**src/rtl/lv_wdg_reg_scan_if.sv**
```systemverilog
// lv_wdg_reg_scan_if: wdg-scan read port between the register scanner (master)
// and the register access controller (slave).
interface lv_wdg_reg_scan_if #(
  parameter int unsigned REG_AW    = 7,
  parameter int unsigned REG_DW    = 8,
  parameter int unsigned REG_CRC_W = 8
);
  logic                 wdg_scan_rac_rd_req;
  logic [REG_AW-1:0]    wdg_scan_rac_addr;
  logic                 rac_wdg_scan_ack;
  logic [REG_DW-1:0]    rac_wdg_scan_data;
  logic [REG_CRC_W-1:0] rac_wdg_scan_crc;

  modport master (
    output wdg_scan_rac_rd_req, wdg_scan_rac_addr,
    input  rac_wdg_scan_ack, rac_wdg_scan_data, rac_wdg_scan_crc
  );

  modport slave (
    input  wdg_scan_rac_rd_req, wdg_scan_rac_addr,
    output rac_wdg_scan_ack, rac_wdg_scan_data, rac_wdg_scan_crc
  );
endinterface

```
**src/rtl/lv_wdg_reg_scan.sv**
```systemverilog
// lv_wdg_reg_scan: background register-integrity scanner and SPI-inactivity
// watchdog. Walks SCAN_START_ADDR..SCAN_END_ADDR, checks each register's stored
// CRC-8 (poly 0x07, init 0x00, MSB first), keeps sticky CRC/timeout flags and
// raises o_wdg_expire after WDG_TMO_CYC cycles without SPI activity.
// Optional build macro: LV_WDG_SCAN_ERR_CNT_EN enables the saturating error
// counter on o_scan_err_cnt; without it the output is tied to zero.
module lv_wdg_reg_scan #(
  parameter int unsigned       REG_AW          = 7,
  parameter int unsigned       REG_DW          = 8,
  parameter int unsigned       REG_CRC_W       = 8,
  parameter logic [REG_AW-1:0] SCAN_START_ADDR = 7'h00,
  parameter logic [REG_AW-1:0] SCAN_END_ADDR   = 7'h1F,
  parameter int unsigned       SCAN_GAP_CYC    = 16,
  parameter int unsigned       ACK_TMO_CYC     = 64,
  parameter int unsigned       WDG_TMO_CYC     = 50000
) (
  input  logic              i_clk,
  input  logic              i_rst_n,
  input  logic              i_scan_en,
  input  logic              i_err_clr,
  lv_wdg_reg_scan_if.master rac,
  input  logic              i_spi_rst_wdg,
  output logic              o_scan_pass_done,
  output logic              o_scan_crc_err,
  output logic              o_scan_tmo_err,
  output logic [REG_AW-1:0] o_scan_err_addr,
  output logic [7:0]        o_scan_err_cnt,
  output logic              o_wdg_expire
);

  typedef enum logic [1:0] {ST_IDLE, ST_GAP, ST_REQ, ST_CHK} state_e;

  localparam logic [15:0] GAP_LAST = 16'(SCAN_GAP_CYC - 1);
  localparam logic [15:0] TMO_LAST = 16'(ACK_TMO_CYC - 1);
  localparam logic [15:0] WDG_LIM  = 16'(WDG_TMO_CYC);

  // CRC-8, poly 0x07, init 0x00, MSB first, no reflection, no xor-out
  function automatic logic [7:0] crc8_f(input logic [REG_DW-1:0] d);
    logic [7:0] c;
    c = 8'h00;
    for (int i = REG_DW - 1; i >= 0; i--) begin
      if (c[7] ^ d[i]) c = {c[6:0], 1'b0} ^ 8'h07;
      else             c = {c[6:0], 1'b0};
    end
    return c;
  endfunction

  state_e               state_q, state_d;
  logic [REG_AW-1:0]    addr_q, addr_d;
  logic [15:0]          gap_cnt_q, gap_cnt_d;
  logic [15:0]          tmo_cnt_q, tmo_cnt_d;
  logic                 rd_req_q, rd_req_d;
  logic [REG_DW-1:0]    data_q, data_d;
  logic [REG_CRC_W-1:0] crc_q, crc_d;
  logic                 pass_q, pass_d;
  logic                 crc_err_q, crc_err_d;
  logic                 tmo_err_q, tmo_err_d;
  logic [REG_AW-1:0]    err_addr_q, err_addr_d;
  logic [15:0]          wdg_cnt_q, wdg_cnt_d;
  logic                 wdg_exp_q, wdg_exp_d;
  logic                 crc_hit_s, tmo_hit_s, err_hit_s, step_s;

  // Scan FSM next state, request handshake and address stepping
  always_comb begin
    state_d   = state_q;
    addr_d    = addr_q;
    gap_cnt_d = gap_cnt_q;
    tmo_cnt_d = tmo_cnt_q;
    rd_req_d  = rd_req_q;
    data_d    = data_q;
    crc_d     = crc_q;
    pass_d    = 1'b0;
    crc_hit_s = 1'b0;
    tmo_hit_s = 1'b0;
    step_s    = 1'b0;
    if (!i_scan_en) begin
      // disable wins everywhere; a late ack is simply never looked at
      state_d  = ST_IDLE;
      rd_req_d = 1'b0;
      addr_d   = SCAN_START_ADDR;
    end else begin
      case (state_q)
        ST_IDLE: begin
          state_d   = ST_GAP;
          addr_d    = SCAN_START_ADDR;
          gap_cnt_d = 16'd0;
        end
        ST_GAP: begin
          if (gap_cnt_q == GAP_LAST) begin
            state_d   = ST_REQ;
            rd_req_d  = 1'b1;
            tmo_cnt_d = 16'd0;
          end else begin
            gap_cnt_d = gap_cnt_q + 16'd1;
          end
        end
        ST_REQ: begin
          if (rac.rac_wdg_scan_ack) begin
            data_d   = rac.rac_wdg_scan_data;
            crc_d    = rac.rac_wdg_scan_crc;
            rd_req_d = 1'b0;
            state_d  = ST_CHK;
          end else if (tmo_cnt_q == TMO_LAST) begin
            tmo_hit_s = 1'b1;
            rd_req_d  = 1'b0;
            step_s    = 1'b1;
          end else begin
            tmo_cnt_d = tmo_cnt_q + 16'd1;
          end
        end
        ST_CHK: begin
          crc_hit_s = (crc8_f(data_q) != crc_q);
          step_s    = 1'b1;
        end
        default: begin
          state_d  = ST_IDLE;
          rd_req_d = 1'b0;
        end
      endcase
      // after a check or a timeout: move to the next address and rest in GAP
      if (step_s) begin
        state_d   = ST_GAP;
        gap_cnt_d = 16'd0;
        if (addr_q == SCAN_END_ADDR) begin
          addr_d = SCAN_START_ADDR;
          pass_d = 1'b1;
        end else begin
          addr_d = addr_q + REG_AW'(1);
        end
      end else begin
        pass_d = 1'b0;
      end
    end
  end

  assign err_hit_s = crc_hit_s | tmo_hit_s;

  // Sticky error flags and first-error address; a new error beats a clear
  always_comb begin
    crc_err_d  = crc_err_q;
    tmo_err_d  = tmo_err_q;
    err_addr_d = err_addr_q;
    if (i_err_clr) begin
      crc_err_d  = crc_hit_s;
      tmo_err_d  = tmo_hit_s;
      err_addr_d = err_hit_s ? addr_q : '0;
    end else begin
      crc_err_d = crc_err_q | crc_hit_s;
      tmo_err_d = tmo_err_q | tmo_hit_s;
      if (err_hit_s && !crc_err_q && !tmo_err_q) err_addr_d = addr_q;
      else                                       err_addr_d = err_addr_q;
    end
  end

  // SPI-idle watchdog: saturating counter, activity pulse restarts it
  always_comb begin
    if (i_spi_rst_wdg)             wdg_cnt_d = 16'd0;
    else if (wdg_cnt_q != WDG_LIM) wdg_cnt_d = wdg_cnt_q + 16'd1;
    else                           wdg_cnt_d = wdg_cnt_q;
    wdg_exp_d = (wdg_cnt_d == WDG_LIM);
  end

  // State, datapath and registered outputs
  always_ff @(posedge i_clk or negedge i_rst_n) begin
    if (!i_rst_n) begin
      state_q    <= ST_IDLE;
      addr_q     <= SCAN_START_ADDR;
      gap_cnt_q  <= 16'd0;
      tmo_cnt_q  <= 16'd0;
      rd_req_q   <= 1'b0;
      data_q     <= '0;
      crc_q      <= '0;
      pass_q     <= 1'b0;
      crc_err_q  <= 1'b0;
      tmo_err_q  <= 1'b0;
      err_addr_q <= '0;
      wdg_cnt_q  <= 16'd0;
      wdg_exp_q  <= 1'b0;
    end else begin
      state_q    <= state_d;
      addr_q     <= addr_d;
      gap_cnt_q  <= gap_cnt_d;
      tmo_cnt_q  <= tmo_cnt_d;
      rd_req_q   <= rd_req_d;
      data_q     <= data_d;
      crc_q      <= crc_d;
      pass_q     <= pass_d;
      crc_err_q  <= crc_err_d;
      tmo_err_q  <= tmo_err_d;
      err_addr_q <= err_addr_d;
      wdg_cnt_q  <= wdg_cnt_d;
      wdg_exp_q  <= wdg_exp_d;
    end
  end

`ifdef LV_WDG_SCAN_ERR_CNT_EN
  logic [7:0] err_cnt_q, err_cnt_d;

  // Saturating error counter; a clear coinciding with an error restarts at 1
  always_comb begin
    if (i_err_clr)                        err_cnt_d = err_hit_s ? 8'd1 : 8'd0;
    else if (err_hit_s && err_cnt_q != 8'hFF) err_cnt_d = err_cnt_q + 8'd1;
    else                                  err_cnt_d = err_cnt_q;
  end

  // Error counter register
  always_ff @(posedge i_clk or negedge i_rst_n) begin
    if (!i_rst_n) err_cnt_q <= 8'd0;
    else          err_cnt_q <= err_cnt_d;
  end

  assign o_scan_err_cnt = err_cnt_q;
`else
  assign o_scan_err_cnt = 8'h00;
`endif

  assign rac.wdg_scan_rac_rd_req = rd_req_q;
  assign rac.wdg_scan_rac_addr   = addr_q;
  assign o_scan_pass_done        = pass_q;
  assign o_scan_crc_err          = crc_err_q;
  assign o_scan_tmo_err          = tmo_err_q;
  assign o_scan_err_addr         = err_addr_q;
  assign o_wdg_expire            = wdg_exp_q;

endmodule

```
**src/flat_wrapper.sv**
```systemverilog
// flat-port wrapper written by rule: the top's interface ports become plain ports
module lv_wdg_reg_scan_flat 
#(
  parameter int unsigned       REG_AW          = 7,
  parameter int unsigned       REG_DW          = 8,
  parameter int unsigned       REG_CRC_W       = 8,
  parameter logic [REG_AW-1:0] SCAN_START_ADDR = 7'h00,
  parameter logic [REG_AW-1:0] SCAN_END_ADDR   = 7'h1F,
  parameter int unsigned       SCAN_GAP_CYC    = 16,
  parameter int unsigned       ACK_TMO_CYC     = 64,
  parameter int unsigned       WDG_TMO_CYC     = 50000
)
  (i_clk, i_rst_n, i_scan_en, i_err_clr, i_spi_rst_wdg, o_scan_pass_done, o_scan_crc_err, o_scan_tmo_err, o_scan_err_addr, o_scan_err_cnt, o_wdg_expire, rac_wdg_scan_rac_rd_req, rac_wdg_scan_rac_addr, rac_rac_wdg_scan_ack, rac_rac_wdg_scan_data, rac_rac_wdg_scan_crc);
  lv_wdg_reg_scan_if #(.REG_AW(REG_AW), .REG_DW(REG_DW), .REG_CRC_W(REG_CRC_W)) rac_i ();
  input  logic i_clk;
  input  logic i_rst_n;
  input  logic i_scan_en;
  input  logic i_err_clr;
  input  logic i_spi_rst_wdg;
  output logic o_scan_pass_done;
  output logic o_scan_crc_err;
  output logic o_scan_tmo_err;
  output logic [REG_AW-1:0] o_scan_err_addr;
  output logic [7:0] o_scan_err_cnt;
  output logic o_wdg_expire;
  output wire logic [$bits(rac_i.wdg_scan_rac_rd_req)-1:0] rac_wdg_scan_rac_rd_req;
  output wire logic [$bits(rac_i.wdg_scan_rac_addr)-1:0] rac_wdg_scan_rac_addr;
  input wire logic [$bits(rac_i.rac_wdg_scan_ack)-1:0] rac_rac_wdg_scan_ack;
  input wire logic [$bits(rac_i.rac_wdg_scan_data)-1:0] rac_rac_wdg_scan_data;
  input wire logic [$bits(rac_i.rac_wdg_scan_crc)-1:0] rac_rac_wdg_scan_crc;
  assign rac_wdg_scan_rac_rd_req = rac_i.wdg_scan_rac_rd_req;
  assign rac_wdg_scan_rac_addr = rac_i.wdg_scan_rac_addr;
  assign rac_i.rac_wdg_scan_ack = rac_rac_wdg_scan_ack;
  assign rac_i.rac_wdg_scan_data = rac_rac_wdg_scan_data;
  assign rac_i.rac_wdg_scan_crc = rac_rac_wdg_scan_crc;
  lv_wdg_reg_scan #(.REG_AW(REG_AW), .REG_DW(REG_DW), .REG_CRC_W(REG_CRC_W), .SCAN_START_ADDR(SCAN_START_ADDR), .SCAN_END_ADDR(SCAN_END_ADDR), .SCAN_GAP_CYC(SCAN_GAP_CYC), .ACK_TMO_CYC(ACK_TMO_CYC), .WDG_TMO_CYC(WDG_TMO_CYC)) u_core (.i_clk(i_clk), .i_rst_n(i_rst_n), .i_scan_en(i_scan_en), .i_err_clr(i_err_clr), .rac(rac_i), .i_spi_rst_wdg(i_spi_rst_wdg), .o_scan_pass_done(o_scan_pass_done), .o_scan_crc_err(o_scan_crc_err), .o_scan_tmo_err(o_scan_tmo_err), .o_scan_err_addr(o_scan_err_addr), .o_scan_err_cnt(o_scan_err_cnt), .o_wdg_expire(o_wdg_expire));
endmodule
```
**config.mk**
```make
export PLATFORM = sky130hd
export DESIGN_NAME = lv_wdg_reg_scan_flat
export DESIGN_NICKNAME = d
export VERILOG_FILES = /design/src/rtl/lv_wdg_reg_scan_if.sv /design/src/rtl/lv_wdg_reg_scan.sv /design/src/flat_wrapper.sv
export SDC_FILE = /design/constraint.sdc
export NUM_CORES = 1
export LEC_CHECK = 0
export CORE_MARGIN = 4
export CORE_UTILIZATION = 55
export CTS_BUF_LIST = sky130_fd_sc_hd__clkbuf_8
export DETAILED_ROUTE_END_ITERATION = 12
export GPL_TIMING_DRIVEN = 0
export PLACE_DENSITY = 0.78
export SLEW_MARGIN = 30
export SYNTH_ARGS = -nofsm -noshare
export SYNTH_HDL_FRONTEND = slang
export SYNTH_SLANG_ARGS = --single-unit
```
**constraint.sdc**
```tcl
create_clock -name i_clk -period 4 [get_ports i_clk]
set_input_delay 0.8 -clock i_clk [delete_from_list [all_inputs] [get_ports i_clk]]
set_output_delay 0.8 -clock i_clk [all_outputs]
set_load 0.01 [all_outputs]
```
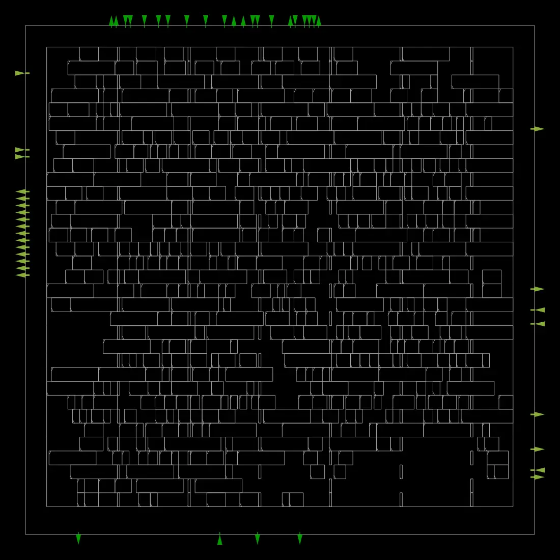
*Cell placement, run 1*
number of rows created at floorplan: 33
number of sequential cells: 85
number of standard cells in the layout, taps in and fillers out: 627

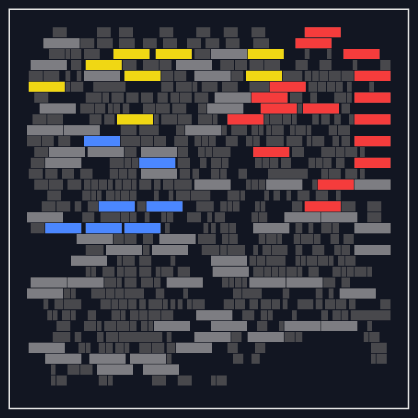
*Sequential cells colored by netlist name, run 1*
Drawn at 4 px/um. Other sequential cells in the stronger gray, the rest of the logic in the fainter gray.
blue -> u_core.rac.wdg_scan_rac_addr  # flops 7, where left middle
red -> u_core.tmo_cnt_q  # flops 16
yellow -> u_core.data_q  # flops 8
not colored = 54
Final Core Density: 65.8%
sequential standard cell area: 0.00213 sq mm

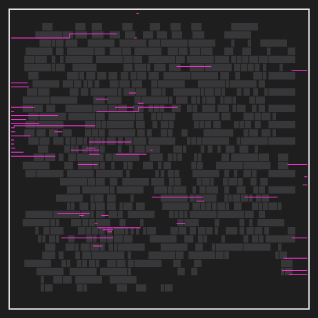
*Signal wires on met3, run 1*
Drawn at 3 px/um.
share of all routed wire = 3.7%
wire length on this layer = 366 um
GRT met3 Usage: 3.65%
number of vias in the routed layout: 3664
routed wire length: 10.0 mm

==> ci_impl_report.md, run 1 <==
## PnR job results

| Metric | Value |
|---|---|
| Run status | finished, final reports clean |
| Number of I/O port buffers | approximately 40 |
| Worst setup path end | u_core.gap_cnt_q[12] |
| Share of layout cells above drive strength 1 | about a tenth |
| Final cycle utilization of the critical path | between 70% and 80% |
| Total half-perimeter wirelength after legalization and detailed placement | ~7 mm |
| Maximum number of pins on one net before global-route repair | approximately 50 |
| # clk buffers | 9 |
| Count of yosys warnings during synthesis | 0 |
| Taps Inserted | around 110 |
| Clk_skew | ~0.012 ns |
| Fraction of the mapped netlist area in adder cells | approximately 2.7% |
| Number of cells upsized or downsized after cts | 0 |
| Worst setup path start | u_core.tmo_cnt_q[0] |
| Most frequently used flop master after synthesis | sky130_fd_sc_hd__dfrtp_1 |
| Final nets | around 550 |
| First-pass GRT wire length | between 15 and 20 mm |
| Initial antenna violation count | 0 |
| Static leakage | around 2.4 nW |
| Setup-violating endpoint count in the final report | 0 |
| Tot Pwr | ~0.0026 W |
| Class of the worst hold path | input pin to async pin |
| Multi-input gate share of the layout cell area | a little over two fifths |
| F_max | between 300 and 400 MHz |
| Count of mapped cells out of synthesis | about 460 |
| Die Size | about 0.0099 sq mm |
| Yosys Chip Area | 0.00460 sq mm |
| Register share after synthesis | 46.3% |
| Worst Reg-to-Reg Cells | 9 |
| Prevailing logic family in the synthesized netlist | simple AND/OR/NAND/NOR gates |
| Count of antenna diodes in the layout | 0 |
| Area share of xor/xnor cells in the synthesized design | between 8 and 9% |
| Unrepaired setup endpoints after global routing | no |
| Late-Pin Clk Latency | 0.36 ns |
| Power density cells | slightly below 500 mW/mm^2 |
| Setup TNS | 0 ns |
| Hold Vio Cnt, Final | 0 |
| Mean Syn Cell Area | between 10 and 15 sq um |
| Post-Syn Area | 0.00460 sq mm |
| Area share of the largest cell type after synthesis | ~46% |
| Post-synth tally of flip-flops with integrated enable | 0 |
| Final-layout clock-cell area share | between 3 and 4% |
| Final Cell Area | 0.00538 sq mm |
| Number of nets with antenna violations after detailed routing | 0 |
| Sequential cell area share | roughly two fifths |
| MI comb area | roughly 0.0023 sq mm |
| DRC violations left | 0 |
| Cell chosen for the clock root | sky130_fd_sc_hd__clkbuf_8 |
-- run 1: sequential cells by signal, indices dropped and copies added, names as in the netlist --
name	flops
u_core.o_scan_tmo_err	1
u_core.rac.wdg_scan_rac_rd_req	1
u_core.o_scan_err_addr	7
u_core.data_q	8
u_core.state_q	2
u_core.crc_q	8
u_core.tmo_cnt_q	16
u_core.o_scan_crc_err	1
u_core.o_wdg_expire	1
u_core.gap_cnt_q	16
u_core.o_scan_pass_done	1
u_core.wdg_cnt_q	16
u_core.rac.wdg_scan_rac_addr	7
-- run 1: placed cells by master, fill, tap and decap left out, types with 4 or more instances in the layout --
cell                              netlist  routed
sky130_fd_sc_hd__dfrtp_1               85      85
sky130_fd_sc_hd__clkdlybuf4s50_1        0      39
sky130_fd_sc_hd__nor2_1                33      33
sky130_fd_sc_hd__xor2_1                29      29
sky130_fd_sc_hd__nand3_1               26      26
sky130_fd_sc_hd__o21ai_0               24      24
sky130_fd_sc_hd__nand2_1               23      23
sky130_fd_sc_hd__a21oi_1               21      21
sky130_fd_sc_hd__mux2_2                17      17
sky130_fd_sc_hd__clkbuf_1              14      14
sky130_fd_sc_hd__xnor2_1               13      13
sky130_fd_sc_hd__nand4_1               13      13
sky130_fd_sc_hd__inv_1                 12      12
sky130_fd_sc_hd__o31ai_1               11      11
sky130_fd_sc_hd__ha_1                  10      10
sky130_fd_sc_hd__and4_1                 9       9
sky130_fd_sc_hd__and3_1                 9       9
sky130_fd_sc_hd__clkbuf_8               0       9
sky130_fd_sc_hd__nor3_1                 8       8
sky130_fd_sc_hd__a22o_1                 8       8
sky130_fd_sc_hd__buf_4                  8       8
sky130_fd_sc_hd__conb_1                 1       8
sky130_fd_sc_hd__and2_1                 7       7
sky130_fd_sc_hd__nor2b_1                7       7
sky130_fd_sc_hd__mux2i_1                6       6
sky130_fd_sc_hd__nor4_1                 5       5
sky130_fd_sc_hd__a31oi_1                5       5
sky130_fd_sc_hd__or3_1                  4       4
sky130_fd_sc_hd__nor3b_1                4       4
sky130_fd_sc_hd__a21o_1                 4       4
-- run 1: worst max-delay path: stages (launching register included) --
cell	delay, ns
sky130_fd_sc_hd__dfrtp_1	0.43
sky130_fd_sc_hd__ha_1	0.22
sky130_fd_sc_hd__and3_1	0.17
sky130_fd_sc_hd__clkbuf_1	0.19
sky130_fd_sc_hd__and4_1	0.23
sky130_fd_sc_hd__clkbuf_1	0.16
sky130_fd_sc_hd__a21oi_1	0.48
sky130_fd_sc_hd__nand4_1	0.44
sky130_fd_sc_hd__clkbuf_1	0.36
sky130_fd_sc_hd__o31ai_1	0.32
-- run 1: power by group --
group | internal (W) | switching, W
clock | 0.000291 | 0.000333
sequential | 0.000977 | 0.000124
combinational | 0.000416 | 0.000477
-- run 1: routing by layer --
metal,GRT usage (%),vias up,routed length [um]
li1,-,1762,-
met1,29.3,1811,4760
met2,34.1,72,4700
met3,3.65,19,366
met4,7.35,0,187
met5,0,-,0
-- run 1: per-stage QoR --
step	std cells	hold slack, ns	worst slack, ns
CTS	627	0.331	0.903
global placement	610	0.476	-0.885
floorplan	465	0.449	1.59
global route	627	0.349	0.626
finish	627	0.322	0.907
detailed placement	611	0.483	0.653
### Cell sizes after repair, run 1

Drawn at 4 px/um.
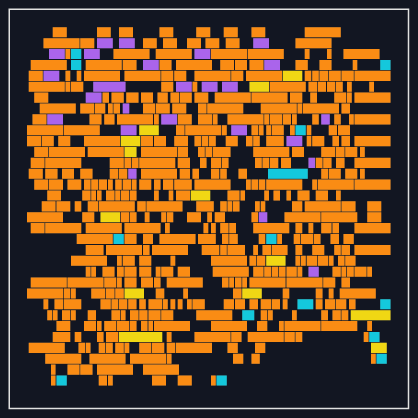

--- run 2 (diff from run 1) ---
==> constraint.sdc (replaced) <==
create_clock -name i_clk -period 3.2 [get_ports i_clk]
set_input_delay 0.64 -clock i_clk [delete_from_list [all_inputs] [get_ports i_clk]]
set_output_delay 0.64 -clock i_clk [all_outputs]
set_load 0.01 [all_outputs]
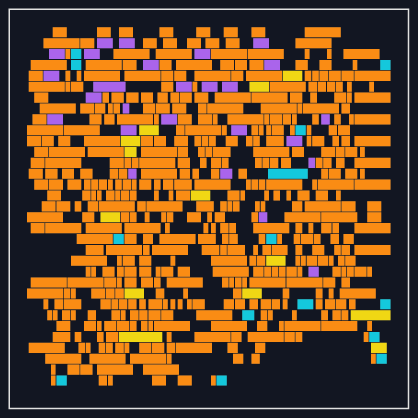
*Cell sizes after repair, run 2*
Drawn at 4 px/um.
yellow -> _6 and larger  # cells 13, share 2.5%, most used clkbuf_8
cyan -> _3 and _4 cells  # cells 14, share 2.7%, most used buf_4
purple -> _2 cells  # cells 26, share 5.0%, most used mux2_2
orange -> _0 and _1 cells  # cells 469, share 90%, most used dfrtp_1
Final Cell Area: 0.00539 sq mm
bufs w/o clock: 67
min setup slack post-route: 0.307 ns
layout-stage area growth over the synthesis result: 17.2%

==> ci_impl_report.md, run 2 <==
## PnR job results

| Metric | Value |
|---|---|
| Comb power frac | 34.1% (about the same) |
| DRC violations left | 0 (unchanged) |
| Setup-violating endpoint count in the final report | 0 (unchanged) |
| Number of nets with antenna violations after detailed routing | 0 (unchanged) |
| Class of the worst hold path | input pin to async pin |
| Most frequently used flop master after synthesis | sky130_fd_sc_hd__dfrtp_1 |
| Setup TNS | 0 ns (unchanged) |
| Count of mapped cells out of synthesis | 458 (unchanged) |
| Late-Pin Clk Latency | 0.36 ns (about the same) |
| Count of yosys warnings during synthesis | 0 (unchanged) |
| Area share of xor/xnor cells in the synthesized design | 8.00% (unchanged) |
| Hold Vio Cnt, Final | 0 (unchanged) |
| Total half-perimeter wirelength after legalization and detailed placement | 7.15 mm (unchanged) |
| Mean Syn Cell Area | 10.0 sq um (unchanged) |
| Commonest Layout Cell | sky130_fd_sc_hd__dfrtp_1 |
| Highest-delay cell along the critical path | sky130_fd_sc_hd__dfrtp_1 |
| Largest registers | u_core.gap_cnt_q (16), u_core.tmo_cnt_q (16), u_core.wdg_cnt_q (16) |
| Unrepaired setup endpoints after global routing | no |
| Sw Ratio | 35.6% (-0.13 points) |
| Number of I/O port buffers | 40 (unchanged) |
| Flop pwr share | 42.1% (about the same) |
| Share of layout cells above drive strength 1 | 10.2% (+0.19 points) |
| Net Switching | 0.00116 W (+24%) |
| Run status | finished, final reports clean |
| Number of cells upsized or downsized after cts | 0 (unchanged) |
| Number of vias in the routed layout | 3667 (+0.082%) |
| Final cycle utilization of the critical path | 90.4% (+13 points) |
| Cell chosen for the clock root | sky130_fd_sc_hd__clkbuf_8 |
| Routed wire length | 9.98 mm (-0.31%) |
| Power density cells | 607 mW/mm^2 (+25%) |
| Initial antenna violation count | 0 (unchanged) |
==> run 2: cell counts after synthesis <==
No cell type changed its count.
==> run 2: critical path: cells and delay by family, from the launching register on <==
family | cells | cell delay, ns
adder cells (fa/ha/maj) | 1 | 0.22
AND-OR/OR-AND | 2 | 0.65
flip-flops | 1 | 0.43
AND/OR/NAND/NOR | 3 | 0.78
buffers and inverters | 3 | 0.71
==> run 2: logic make-up after synthesis <==
group / Yosys count
simple gates: 164
buf+inv: 39
fa+ha+maj: 10
mux: 24
flops: 85
xor+xnor: 42
compound gates: 93
other cells: 1
==> run 2: final timing paths <==
check	end	depth (start not counted)	startpoint	slack, ns
min in group i_clk	u_core.gap_cnt_q[15]	1	u_core.gap_cnt_q[15]	0.50
setup reg to reg	u_core.gap_cnt_q[12]	9	u_core.tmo_cnt_q[0]	0.31
setup / recovery	u_core.gap_cnt_q[12]	9	u_core.tmo_cnt_q[0]	0.31
hold reg to reg	u_core.gap_cnt_q[15]	1	u_core.gap_cnt_q[15]	0.50
hold / removal	u_core.gap_cnt_q[11]	1	i_rst_n	0.16
max in group asynchronous	u_core.rac.wdg_scan_rac_addr[3]	2	i_rst_n	2.49
==> run 2: per-stage QoR <==
step	hold slack [ns]	total power [W]	cell area (sq um)	cells	utilization (%)
finish	0.163	0.00327	5390	627	65.9
global route	0.189	0.00348	5390	627	65.9
CTS	0.171	0.00328	5380	627	65.8
detailed placement	0.483	0.00250	5180	611	63.4
global placement	0.476	0.00244	5150	610	63.1
floorplan	0.344	0.00222	4620	465	-
==> run 2: routing by layer <==
| layer | vias to the layer above | GRT usage [%] | wire length, um |
|---|---|---|---|
| met1 | 1798 | 29.3 | 4560 |
| met4 | 0 | 7.35 | 185 |
| met3 | 14 | 3.65 | 504 |
| met5 | - | 0 | 0 |
| li1 | 1760 | - | - |
| met2 | 95 | 34.1 | 4730 |
==> run 2: power by group through the flow <==
| stage | logic [W] | registers (W) | clock network [W] |
|---|---|---|---|
| 3_3_place_gp | 0.00106 | 0.00138 | 0 |
| 2_1_floorplan | 0.000868 | 0.00135 | 0 |
| 3_5_place_dp | 0.00111 | 0.00139 | 0 |
| 5_1_grt | 0.00125 | 0.00139 | 0.000831 |
| 4_1_cts | 0.00112 | 0.00137 | 0.000788 |
| 6_report | 0.00111 | 0.00138 | 0.000776 |
==> run 2: cell type report <==
class	count	area, sq um	share of cell area [%]
buffer	26	129	2.39
clock buffer	9	124	2.30
clock inverter	7	75.1	1.39
inverter	13	48.8	0.906
multi-input combinational	341	2320	43.1
sequential	85	2130	39.5
tap	105	131	2.44
timing repair buffer	41	429	7.97
### Signal wires on met3, run 2

Drawn at 3 px/um.
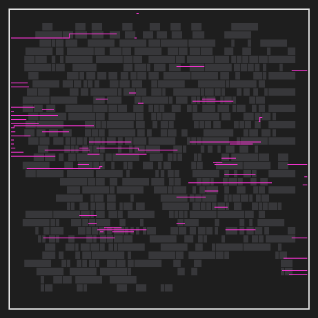

--- run 3 (diff from run 2) ---
--- a/config.mk
+++ b/config.mk
@@ -9,8 +9,9 @@
 export CORE_UTILIZATION = 55
 export CTS_BUF_LIST = sky130_fd_sc_hd__clkbuf_8
 export DETAILED_ROUTE_END_ITERATION = 12
+export DONT_BUFFER_PORTS = 1
 export GPL_TIMING_DRIVEN = 0
-export PLACE_DENSITY = 0.78
+export PLACE_DENSITY = 0.7
 export SLEW_MARGIN = 30
 export SYNTH_ARGS = -nofsm -noshare
 export SYNTH_HDL_FRONTEND = slang
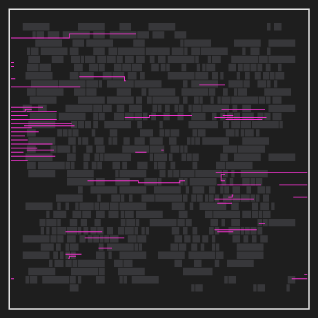
*Signal wires on met3, run 3*
Drawn at 3 px/um.
longest straight run = 30.1 um
share of all routed wire = 5.5%
GRT met3 Usage: 6.52%
routed wire length: 9.18 mm
number of vias in the routed layout: 3411

==> ci_impl_report.md, run 3 <==
## PnR job results

| Metric | Value |
|---|---|
| Count of yosys warnings during synthesis | 0 (unchanged) |
| Power density cells | 633 mW/mm^2 (+4.4%) |
| Hold Vio Cnt, Final | 0 (unchanged) |
| Number of clock buffers inserted by TritonCTS | 9 |
| Final Cell Area | 0.00497 sq mm (-7.7%) |
| Mean Syn Cell Area | 10.0 sq um (unchanged) |
| Setup-violating endpoint count in the final report | 0 (unchanged) |
| Count of mapped cells out of synthesis | 458 (unchanged) |
| Initial antenna violation count | 0 (unchanged) |
| Share of layout cells above drive strength 1 | 11.0% (+0.84 points) |
| Run status | finished, final reports clean |
| Unrepaired setup endpoints after global routing | no |
| Commonest Layout Cell | sky130_fd_sc_hd__dfrtp_1 |
| Comb power frac | 34.3% (+0.2 points) |
| Largest registers | u_core.gap_cnt_q (16), u_core.tmo_cnt_q (16), u_core.wdg_cnt_q (16) |
| Net Switching | 0.00114 W (-2.1%) |
| Final cycle utilization of the critical path | 88.8% (-1.6 points) |
| Layout-stage area growth over the synthesis result | 8.11% |
| Sw Ratio | 36.2% (+0.60 points) |
| Total cell area at the placement stage | 0.00475 sq mm (-8.3%) |
| Vias in the first global route | 3235 |
| Flop pwr share | 43.6% (+1.5 points) |
| Delay of the slowest cell on the worst path | a little over 0.4 ns |
| Number of I/O port buffers | 0 (-100%) |
| Late-Pin Clk Latency | 0.35 ns (about the same) |
| DRC violations left | 0 (unchanged) |
| Most frequently used flop master after synthesis | sky130_fd_sc_hd__dfrtp_1 |
| Tot Pwr | 0.00315 W (-3.7%) |
| Setup TNS | 0 ns (unchanged) |
| Highest-delay cell along the critical path | sky130_fd_sc_hd__dfrtp_1 |
| DIE HEIGHT | between 90 and 100 um |
| Worst hold-check slack | 0.166 ns (+0.00241 ns) |
## run 3: repair_timing
action                                  in CTS  in global routing
endpoints found under the setup margin       0                  6
gates resized                                0                  1
endpoints found under the hold margin       85                  0
hold buffers                                 1                  0
setup buffers                                0                  0
## run 3: area by class of cell
cell class / instances / area (sq um) / share of cell area, %
Buffer: 26 / 129 / 2.59
Clock buffer: 9 / 124 / 2.49
Clock inverter: 7 / 55.1 / 1.11
Inverter: 13 / 48.8 / 0.982
Multi-Input combinational cell: 341 / 2330 / 46.8
Sequential cell: 85 / 2130 / 42.8
Tap cell: 105 / 131 / 2.64
Timing Repair Buffer: 1 / 27.5 / 0.554
## run 3: final timing paths
check | slack (ns) | cells after the start | startpoint | to
worst max register to register | 0.36 | 9 | u_core.tmo_cnt_q[0] | u_core.gap_cnt_q[12]
min in group i_clk | 0.36 | 1 | i_spi_rst_wdg | u_core.wdg_cnt_q[3]
max in group asynchronous | 2.65 | 1 | i_rst_n | u_core.gap_cnt_q[1]
worst min-delay path | 0.17 | 1 | i_rst_n | u_core.gap_cnt_q[4]
worst max-delay path | 0.36 | 9 | u_core.tmo_cnt_q[0] | u_core.gap_cnt_q[12]
worst min register to register | 0.51 | 1 | u_core.gap_cnt_q[7] | u_core.gap_cnt_q[7]
## run 3: cells by family after synthesis
group	Yosys count
simple gates	164
other cells	1
compound gates	93
flops	85
fa+ha+maj	10
xor+xnor	42
buf+inv	39
mux	24
## run 3: metrics by stage
| step | setup WS (ns) | utilization (%) | cells |
|---|---|---|---|
| final | 0.359 | 60.8 | 587 |
| after global routing | 0.100 | 60.8 | 587 |
| after CTS | 0.168 | 60.7 | 587 |
| after floorplan | 0.792 | - | 465 |
| after global placement | 0.198 | 58.2 | 570 |
| after detailed placement | 0.183 | 58.2 | 570 |
## run 3: metal layers
layer	global-route usage, %	vias up	part of all wire, %
li1	-	1683	-
met1	26.7	1641	47
met2	29.6	82	47
met3	6.52	5	5.5
met4	4.52	0	0.66
met5	0	-	0
## run 3: power by group through the flow
stage	Sequential [W]	Clock (W)	Combinational, W
detailed placement	0.00139	0	0.00104
CTS	0.00137	0.000721	0.00108
finish	0.00137	0.000697	0.00108
global route	0.00139	0.000761	0.00122
floorplan	0.00135	0	0.000868
global placement	0.00138	0	0.00101
## run 3: critical path, delay by kind of cell (launching register included)
kind / cells / cell delay (ns)
flip-flops: 1 / 0.41
buffers and inverters: 3 / 0.70
adder cells (fa/ha/maj): 1 / 0.22
AND/OR/NAND/NOR: 3 / 0.77
AND-OR/OR-AND: 2 / 0.65
Power is estimated from default activity; no workload was simulated.
